File: config.mk
export PLATFORM = sky130hd
export DESIGN_NAME = debounce_pulse
export DESIGN_NICKNAME = d
export VERILOG_FILES = /design/src/rtl/debounce_pulse.sv
export SDC_FILE = /design/constraint.sdc
export NUM_CORES = 1
export LEC_CHECK = 0
export ABC_AREA = 1
export ABC_CLOCK_PERIOD_IN_PS = 2200
export CAP_MARGIN = 20
export CORE_UTILIZATION = 26
export DETAILED_ROUTE_END_ITERATION = 16
export PLACE_DENSITY = 0.49
export SYNTH_ARGS = -nofsm -noshare
export SYNTH_HDL_FRONTEND = slang
export SYNTH_SLANG_ARGS = --single-unit
File: constraint.sdc
create_clock -name clk -period 2.2 [get_ports clk]
set_input_delay 0.44 -clock clk [delete_from_list [all_inputs] [get_ports clk]]
set_output_delay 0.44 -clock clk [all_outputs]
set_load 0.01 [all_outputs]
File: src/rtl/debounce_pulse.sv
// rtl/debounce_pulse.sv - push-button synchronizer, debouncer and one-clock press pulse generator.
// Define AUTOREPEAT_EN to emit a pulse every REPEAT_CYCLES clocks while the button stays pressed.
module debounce_pulse #(
    parameter int DEBOUNCE_CYCLES = 16,
    parameter int REPEAT_CYCLES   = 64
) (
    input  logic clk,
    input  logic reset,
    input  logic btn_in,
    output logic enable_out,
    output logic btn_level
);

    localparam int CW = $clog2(DEBOUNCE_CYCLES) + 1;
    localparam logic [CW-1:0] CNT_LAST = CW'(DEBOUNCE_CYCLES - 1);

    if (DEBOUNCE_CYCLES < 2 || REPEAT_CYCLES < 2) begin : g_param_check
        $error("debounce_pulse: DEBOUNCE_CYCLES and REPEAT_CYCLES must be >= 2");
    end

    typedef enum logic [1:0] {
        RELEASED,
        PRESS_CHK,
        PRESSED,
        RELEASE_CHK
    } state_t;

    state_t          state_q, state_d;
    logic            s1_q, s2_q;
    logic [CW-1:0]   cnt_q, cnt_d;
    logic            en_q, en_d;
    logic            lvl_q, lvl_d;

`ifdef AUTOREPEAT_EN
    localparam int RW = $clog2(REPEAT_CYCLES);
    localparam logic [RW-1:0] RPT_LAST = RW'(REPEAT_CYCLES - 1);
    logic [RW-1:0]   rpt_q, rpt_d;
`endif

    always_comb begin
        state_d = state_q;
        cnt_d   = cnt_q;
        en_d    = 1'b0;
        lvl_d   = lvl_q;
        case (state_q)
            RELEASED: begin
                if (s2_q) state_d = PRESS_CHK;
            end
            PRESS_CHK: begin
                if (!s2_q) begin
                    state_d = RELEASED;
                end else if (cnt_q == CNT_LAST) begin
                    state_d = PRESSED;
                    en_d    = 1'b1;
                    lvl_d   = 1'b1;
                end else begin
                    cnt_d = cnt_q + CW'(1);
                end
            end
            PRESSED: begin
                if (!s2_q) state_d = RELEASE_CHK;
            end
            RELEASE_CHK: begin
                if (s2_q) begin
                    state_d = PRESSED;
                end else if (cnt_q == CNT_LAST) begin
                    state_d = RELEASED;
                    lvl_d   = 1'b0;
                end else begin
                    cnt_d = cnt_q + CW'(1);
                end
            end
            default: state_d = RELEASED;
        endcase
        // Every state change restarts the stability count for the next candidate level.
        if (state_d != state_q) cnt_d = '0;

`ifdef AUTOREPEAT_EN
        rpt_d = rpt_q;
        if (state_q == PRESSED && state_d == PRESSED) begin
            if (rpt_q == RPT_LAST) begin
                en_d  = 1'b1;
                rpt_d = '0;
            end else begin
                rpt_d = rpt_q + RW'(1);
            end
        end else if (state_d == PRESSED) begin
            rpt_d = '0;
        end
`endif
    end

    always_ff @(posedge clk or negedge reset) begin
        if (!reset) begin
            s1_q    <= 1'b0;
            s2_q    <= 1'b0;
            state_q <= RELEASED;
            cnt_q   <= '0;
            en_q    <= 1'b0;
            lvl_q   <= 1'b0;
`ifdef AUTOREPEAT_EN
            rpt_q   <= '0;
`endif
        end else begin
            s1_q    <= btn_in;
            s2_q    <= s1_q;
            state_q <= state_d;
            cnt_q   <= cnt_d;
            en_q    <= en_d;
            lvl_q   <= lvl_d;
`ifdef AUTOREPEAT_EN
            rpt_q   <= rpt_d;
`endif
        end
    end

    assign enable_out = en_q;
    assign btn_level  = lvl_q;

endmodule

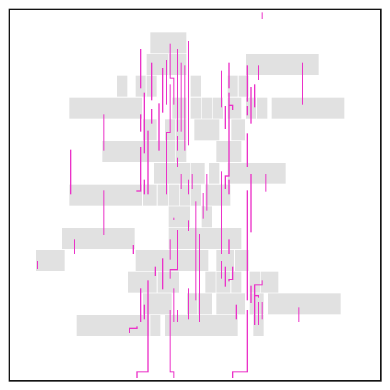
Fig. 1. Met2 routing (run 1).
(8 px per um) Cells faint in the background.
The layer holds 41% of the routed length. The longest straight run is 13.6 um. The wires run mostly vertical.
total number of vias: 364
met2 Track Usage GR: 12.4%
Final Routed Wirelength: 846 um

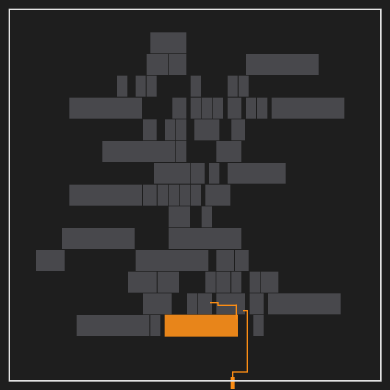
Fig. 2. Port wiring (run 1).
(8 px per um)
btn_level: drawn in orange, bits 1, direction output, end cells 1, buffers 1, wire 15.9 um.
PortBufs: 4
number of top-level pins: 5

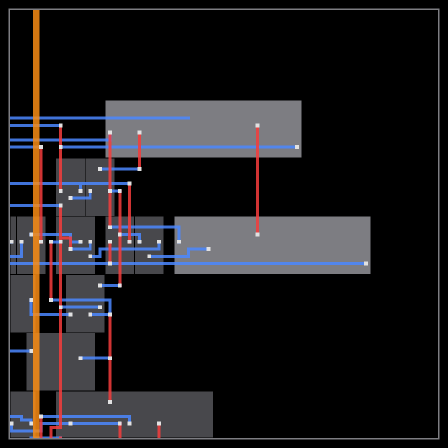
Fig. 3. Close-up of the layout (run 1).
Region (25, 25) to (45, 45) um. Cells in gray, sequential cells in the stronger gray; small squares are vias.
met4: drawn in orange. met2: drawn in red. met1: drawn in blue.
Netlist names of flops here include cnt_q (2). Sequential cells in the window: 2. 12 logic cells have their middle in the window. Most frequent: nand2_1 (6), nand3_1 (2), dfrtp_1 (2).

==> notes.md, run 1 <==
Figures from the flow reports.

Outcome:
- The run finished with clean final reports.

Setup path:
- The run gives the data required time of the worst path as 1.76 ns.
- For the worst setup path, the data arrival time is between 1 and 1.5 ns.
- On the critical path the largest part of the delay comes from buffers and inverters.
- Logic depth along the worst register-to-register path is recorded as 9.
- STA classifies the critical path endpoint as an output port.
- The run gives the cell with the largest stage delay on the worst path as clkdlybuf4s50_1.

Floorplan:
- The run puts the floorplan row count at 15.
- The run puts the height of the die at about 46 um.

Synth:
- The run gives the register share after synthesis as 54.1%.
- The run puts the unique cell type count in the Yosys netlist at 16.

Layout:
- The run gives the growth of design area from synthesis to finish as 19.2%.
- After filler insertion, the fill cell instance count of the layout stands at roughly 190.

Global routing:
- The initial antenna violation count is 0.

Clock tree:
- The cell sitting at the root of the clock tree is a clkbuf_4.
- The run puts the hold buffer count at CTS at 0.

Hold path:
- The worst hold path was traced through 0 stages.
- The most critical min-delay path falls under reg2reg.

Placement:
- Setup slack on the worst path after placement came out at roughly 0.76 ns.

Final timing:
- The run gives the final clock period utilization by the worst path as between 70% and 80%.

Pwr:
- Power comes to 0.379 mW.
- The leakage power in the latest report is approximately 0.31 nW.
## run 1: synthesized netlist by cell type
master	n
clkinv_4	1
nand3_1	5
nand2_2	2
nor2_1	1
inv_2	1
inv_1	6
xor2_1	1
nand4_1	1
ha_1	2
nand3b_4	1
dfrtp_1	11
o21ai_1	2
o21ai_0	2
nand2_1	17
a21oi_2	1
a21oi_1	1
## run 1: final cells by class
class	count	area, sq um	area share, %
Sequential cell	11	275	45.4
Multi-Input combinational cell	36	199	32.8
Timing Repair Buffer	4	40.0	6.60
Inverter	8	35.0	5.77
Tap cell	25	31.3	5.15
Clock buffer	4	26.3	4.33
## run 1: worst max-delay path by stage
stage | endpoint | slack [ns] | depth (start not counted)
5_1_grt | btn_level | 0.56 | 1
3_3_place_gp | cnt_q[2] | 0.79 | 9
4_1_cts | btn_level | 0.61 | 1
6_report | btn_level | 0.62 | 1
2_1_floorplan | cnt_q[2] | 0.88 | 9
3_5_place_dp | cnt_q[2] | 0.76 | 9
## run 1: power groups by stage
| stage | Clock [mW] | Combinational, mW | Sequential (mW) |
|---|---|---|---|
| 2_1_floorplan | 0 | 0.0137 | 0.216 |
| 3_3_place_gp | 0 | 0.0238 | 0.217 |
| 3_5_place_dp | 0 | 0.0236 | 0.217 |
| 4_1_cts | 0.146 | 0.0243 | 0.213 |
| 5_1_grt | 0.156 | 0.0268 | 0.215 |
| 6_report | 0.142 | 0.0234 | 0.214 |
## run 1: through the flow
step | hold slack (ns) | cells | cell area, sq um
final | 0.353 | 88 | 607
after floorplan | 0.144 | 55 | 509
after global routing | 0.359 | 88 | 607
after global placement | 0.332 | 84 | 581
after detailed placement | 0.339 | 84 | 581
after CTS | 0.355 | 88 | 607
## run 1: registers in the layout, indices dropped and copies added (netlist names)
signal and flops:
btn_level 1, cnt_q 5, s2_q 1, s1_q 1
state_q 2, enable_out 1
## run 1: cells by family after synthesis
kind of cell	synth area share, %
AOI/OAI and AO/OA	6.63
xor gates and xnor gates	1.72
adders and majority gates	4.91
buffers and inverters	6.88
DFF	54.1
and+or+nand+nor	25.8
## run 1: per-layer routing
metal / global-route usage [%] / part of all wire, % / up-vias
li1: - / - / 191
met1: 13.5 / 52 / 163
met2: 12.4 / 41 / 6
met3: 3.53 / 2.1 / 4
met4: 12.4 / 4.8 / 0
met5: 0 / 0 / -
Fig. 4: run 1, signal wires by layer
(12 px per um) Only two layers are drawn.
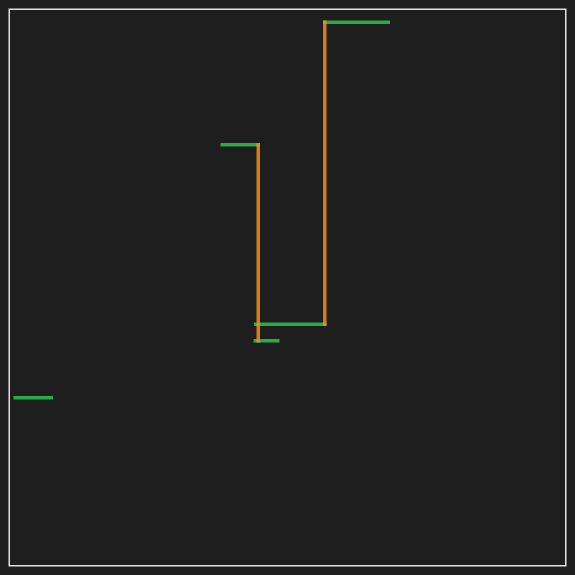

==> run 2, diff against run 1 <==
--- a/config.mk
+++ b/config.mk
@@ -6,7 +6,7 @@
 export NUM_CORES = 1
 export LEC_CHECK = 0
 export ABC_AREA = 1
-export ABC_CLOCK_PERIOD_IN_PS = 2200
+export ABC_CLOCK_PERIOD_IN_PS = 1600
 export CAP_MARGIN = 20
 export CORE_UTILIZATION = 26
 export DETAILED_ROUTE_END_ITERATION = 16
==> constraint.sdc (replaced) <==
create_clock -name clk -period 1.6 [get_ports clk]
set_input_delay 0.32 -clock clk [delete_from_list [all_inputs] [get_ports clk]]
set_output_delay 0.32 -clock clk [all_outputs]
set_load 0.01 [all_outputs]
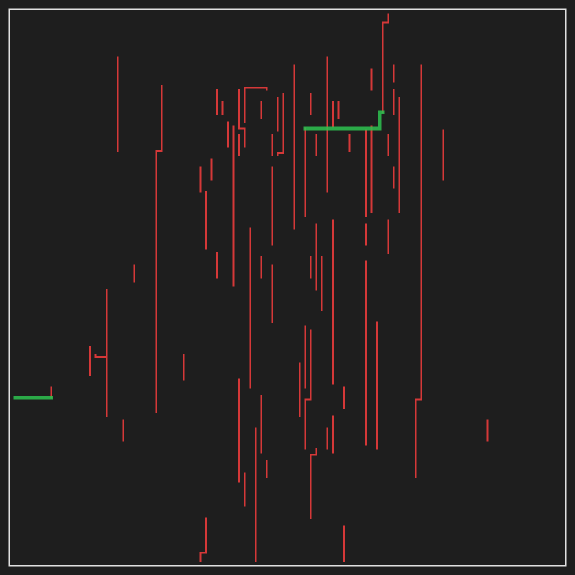
Fig. 5. Signal wires by layer (run 2).
(12 px per um) Only two layers are drawn.
met3: drawn in green, wire length 10.8 um. met2: drawn in red, wire length 379 um.
overall fraction of global-route tracks in use: 9.33%
total number of vias: 353
per-cell routed wire length: 8.94 um

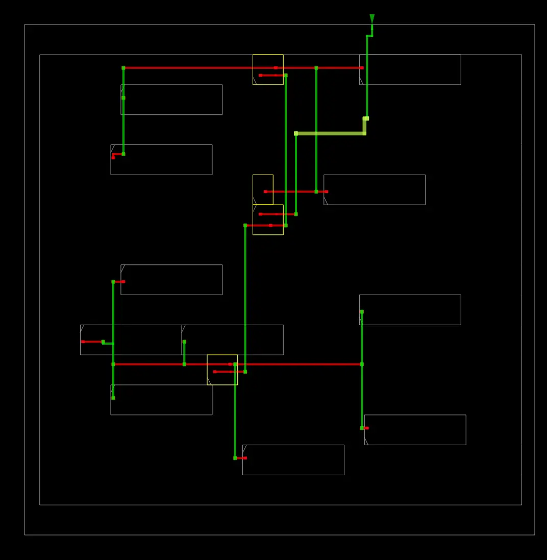
Fig. 6. Clock wiring as the flow saved it (run 2).
cts bufs inserted: 3
power attributed to the clock group: 0.189 mW
# clk buffers: 3
Flop Count: 11

==> notes.md, run 2 <==
Figures from the flow reports.

Setup path:
- The run gives the cell with the largest stage delay on the worst path as clkdlybuf4s50_1 (unchanged).
- The data arrival time at the worst-slack endpoint came to 1.14 ns (about the same).
- The data required time of the worst path came to 1.28 ns (was 1.76 ns).

Synth:
- The run gives the number of flops mapped to enable cells by yosys as 0 (unchanged).
- Leading cell types by count after synthesis: nand2_1, dfrtp_1, inv_1, nand3_1 (unchanged).
- The run gives the main flop type as dfrtp_1 (unchanged).
- The run gives the register share after synthesis as 54.1% (unchanged).
- The post-synthesis async set-or-reset flop share came to 100% (unchanged).
- The run puts the unique cell type count in the Yosys netlist at 16 (unchanged).
- The library cell with the highest instance count after synthesis was nand2_1 (unchanged).

Layout:
- The run puts the finished layout cell area at 608 sq um (was 607 sq um).
- The run puts the area of combinational cells with multiple inputs at 199 sq um (unchanged).
- The total area of sequential cells is 275 sq um (unchanged).
- The number of flip-flops in the largest register was 5 (unchanged).
- The run gives the largest register by flop count as cnt_q (unchanged).
- Top cells excl fill/tap: nand2_1, dfrtp_1, inv_1, nand3_1, clkdlybuf4s50_1 (unchanged).
- The run puts the growth of design area from synthesis to finish at 19.4% (was 19.2%).
- Biggest registers after layout: cnt_q x5, state_q x2 (unchanged).
- The run puts the number of filler instances in the final layout at 189 (was 193).

Final timing:
- Of the available clock period, the critical path in the final layout requires 91.3%.

Clock tree:
- The run gives the hold buffer count at CTS as 0 (unchanged).
- The cell at the root of the clock tree was clkbuf_4 (unchanged).

Hold path:
- The worst min-delay path category is reg2reg (unchanged).
- The worst hold path cell count came to 0 (unchanged).

Floorplan:
- The run puts the number of top-level pins at 5 (unchanged).
- The run puts the floorplan row count at 15 (unchanged).

Placement:
- The run gives the post-detailed-placement cell area as 581 sq um (unchanged).
- The run gives the count of input and output buffers as 4 (unchanged).

Drt:
- The overall routed net length came to 787 um (was 846 um).

Outcome:
- Outcome: complete, no violations (unchanged).

Pwr:
- The run puts the leakage component of the power at 0.311 nW (was 0.308 nW).
[run 2: cell counts after synthesis]
Identical to the previous run, type by type.
[run 2: how the worst max path moves through the flow]
stage                   start        end  slack (ns)  depth (start not counted)
CTS                 btn_level  btn_level        0.12                          1
global route         cnt_q[0]   cnt_q[3]        0.03                          9
detailed placement   cnt_q[0]   cnt_q[2]        0.18                          9
floorplan            cnt_q[0]   cnt_q[2]        0.28                          9
finish              btn_level  btn_level        0.14                          1
global placement     cnt_q[0]   cnt_q[3]        0.17                          9
[run 2: layout make-up]
type	instances	area share [%]
clock buffers	3	3.70
clock inverters	1	0.823
inverters	8	5.76
multi-input cells	36	32.7
flip-flops and latches	11	45.3
well taps	25	5.14
repair buffers	4	6.58
[run 2: layer usage]
metal | share of wire [%] | global-route usage [%]
met1 | 51 | 11.2
met2 | 48 | 14.1
met3 | 1.3 | 2.35
met4 | 0 | 7.06
met5 | 0 | 0
[run 2: cell families (layout without fill, tap and decap cells)]
group	Yosys count	after routing	share of synthesized area [%]
XOR/XNOR	1	1	1.72
AND/OR/NAND/NOR	27	27	25.8
adder cells (fa/ha/maj)	2	2	4.91
AND-OR/OR-AND	6	6	6.63
flip-flops	11	11	54.1
buffers and inverters	8	16	6.88
[run 2: metrics by stage]
step	total power, mW	utilization (%)	hold WS [ns]	cells	worst slack (ns)
floorplan	0.317	-	0.0244	55	0.279
global placement	0.331	32.6	0.331	84	0.165
detailed placement	0.332	32.6	0.335	84	0.178
CTS	0.533	34.1	0.354	88	0.115
global route	0.548	34.1	0.361	88	0.0302
finish	0.513	34.1	0.351	88	0.139
[run 2: power by group through the flow]
stage | logic (mW) | clock network [mW] | registers (mW)
finish | 0.0314 | 0.189 | 0.293
global placement | 0.0320 | 0 | 0.299
detailed placement | 0.0328 | 0 | 0.299
CTS | 0.0328 | 0.207 | 0.293
global route | 0.0366 | 0.217 | 0.295
floorplan | 0.0189 | 0 | 0.298
==> run 3, diff against run 2 <==
--- a/config.mk
+++ b/config.mk
@@ -11,6 +11,7 @@
 export CORE_UTILIZATION = 26
 export DETAILED_ROUTE_END_ITERATION = 16
 export PLACE_DENSITY = 0.49
+export SLEW_MARGIN = 20
 export SYNTH_ARGS = -nofsm -noshare
 export SYNTH_HDL_FRONTEND = slang
 export SYNTH_SLANG_ARGS = --single-unit
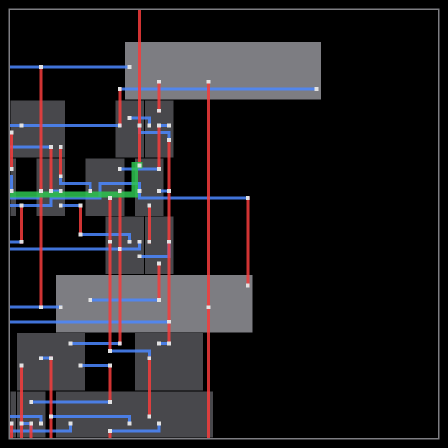
Fig. 7. Close-up of the layout (run 3).
Region (25, 25) to (45, 45) um. Cells in gray, sequential cells in the stronger gray; small squares are vias.
met1: drawn in blue. met3: drawn in green. met2: drawn in red.
Netlist names of flops here include cnt_q (2). 14 logic cells have their middle in the window. Sequential cells in the window: 2. Most frequent: nand2_1 (6), nand3_1 (2), dfrtp_1 (2).

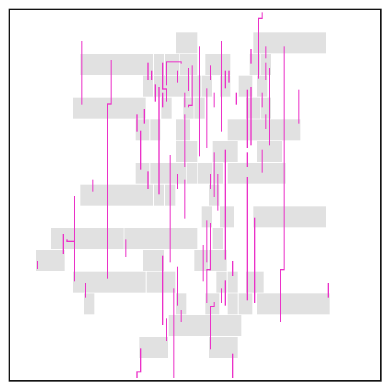
Fig. 8. Met2 routing (run 3).
(8 px per um) Cells faint in the background.
53 nets have wire on it. The wires run mostly vertical. The layer holds 48% of the routed length. The longest straight run is 27.8 um. The layer carries 379 um of wire.
Final Routed Wirelength: 787 um
met2 Track Usage GR: 14.1%

==> notes.md, run 3 <==
Figures from the flow reports.

Layout:
- The number of flip-flops in the largest register is 5 (unchanged).
- The run puts the finished layout cell area at 608 sq um (unchanged).
- Top cells excl fill/tap: nand2_1, dfrtp_1, inv_1, nand3_1, clkdlybuf4s50_1 (unchanged).
- Biggest registers after layout: cnt_q x5, state_q x2 (unchanged).

Setup path:
- The run gives the data arrival time at the worst-slack endpoint as 1.14 ns (about the same).
- The run gives the kind of end point of the critical path as an output port (unchanged).
- The data required time of the worst path came to 1.28 ns (about the same).

Floorplan:
- The run puts the floorplan row count at 15 (unchanged).

Clock tree:
- The cell at the root of the clock tree was clkbuf_4 (unchanged).
- The run gives the number of buffers created by CTS as 3 (unchanged).

Synth:
- The library cell with the highest instance count after synthesis is nand2_1 (unchanged).
- The register share after synthesis is 54.1% (unchanged).
- The run gives the xor-xnor portion of the synthesized cell area as 1.72% (unchanged).
- The run puts the multiplexer area fraction after synthesis at 0% (unchanged).
- The run gives the simple-gate portion of the synthesized area as 25.8% (unchanged).
- The run gives the post-synthesis share of cell area spent on and-or and or-and gates as 6.63% (unchanged).
- The run puts the synthesized-area fraction occupied by adder cells at 4.91% (unchanged).
- The main combinational cell family by area after synthesis was simple AND/OR/NAND/NOR gates (unchanged).

Drt:
- The run gives the average wire per standard cell as 8.94 um (unchanged).
- The run gives the total number of vias as 353 (unchanged).

Placement:
- The run gives the post-detailed-placement cell area as 581 sq um (unchanged).

Global routing:
- The run gives the initial antenna violation count as 0 (unchanged).
- The run gives the global-route usage over all layers as 9.33% (unchanged).

Pwr:
- The run gives the post-route total power as 0.513 mW (unchanged).

Outcome:
- Outcome: complete, no violations (unchanged).

Hold path:
- The run gives the worst min-delay path category as reg2reg (unchanged).
-- run 3: cell counts after synthesis --
No cell type changed its count.
-- run 3: routing by layer --
| metal | global-route usage (%) | up-vias | wire length [um] |
|---|---|---|---|
| met2 | 14.1 | 3 | 378 |
| met4 | 7.06 | 0 | 0 |
| met5 | 0 | - | 0 |
| li1 | - | 192 | - |
| met1 | 11.2 | 158 | 398 |
| met3 | 2.35 | 0 | 10 |
-- run 3: final timing paths --
| path | from | endpoint | slack, ns | cells past startpoint |
|---|---|---|---|---|
| worst max-delay path | btn_level | btn_level | 0.14 | 1 |
| worst min-delay path | s1_q | s2_q | 0.35 | 0 |
| worst max register to register | cnt_q[0] | cnt_q[2] | 0.17 | 9 |
| worst min register to register | s1_q | s2_q | 0.35 | 0 |
| max in group asynchronous | reset | cnt_q[1] | 0.89 | 1 |
| min in group asynchronous | reset | btn_level | 0.38 | 1 |
-- run 3: stage by stage --
step                      setup WS [ns]  instances  utilization [%]  hold WS (ns)
after floorplan                   0.279         55                -        0.0244
after global placement            0.165         84             32.6         0.331
after detailed placement          0.178         84             32.6         0.335
after CTS                         0.115         88             34.1         0.354
after global routing             0.0302         88             34.1         0.361
final                             0.139         88             34.1         0.351
-- run 3: layout make-up --
cell class | count | area, sq um | area share [%]
Clock buffer | 3 | 22.5 | 3.70
Multi-Input combinational cell | 36 | 199 | 32.7
Clock inverter | 1 | 5.00 | 0.823
Tap cell | 25 | 31.3 | 5.14
Timing Repair Buffer | 4 | 40.0 | 6.58
Inverter | 8 | 35.0 | 5.76
Sequential cell | 11 | 275 | 45.3
-- run 3: kinds of logic (layout without fill, tap and decap cells) --
kind of cell,after synthesis,in the layout
AND-OR/OR-AND,6,6
XOR/XNOR,1,1
adder cells (fa/ha/maj),2,2
buffers and inverters,8,16
flip-flops,11,11
AND/OR/NAND/NOR,27,27
-- run 3: report_power, final --
group          leakage (nW)  internal (mW)  switching (mW)
clock                0.0177         0.0925          0.0961
sequential            0.145          0.286         0.00755
combinational         0.148         0.0134          0.0179
total                 0.311          0.392           0.122
Power figures rest on the tool's default switching activity, not on a simulated workload.
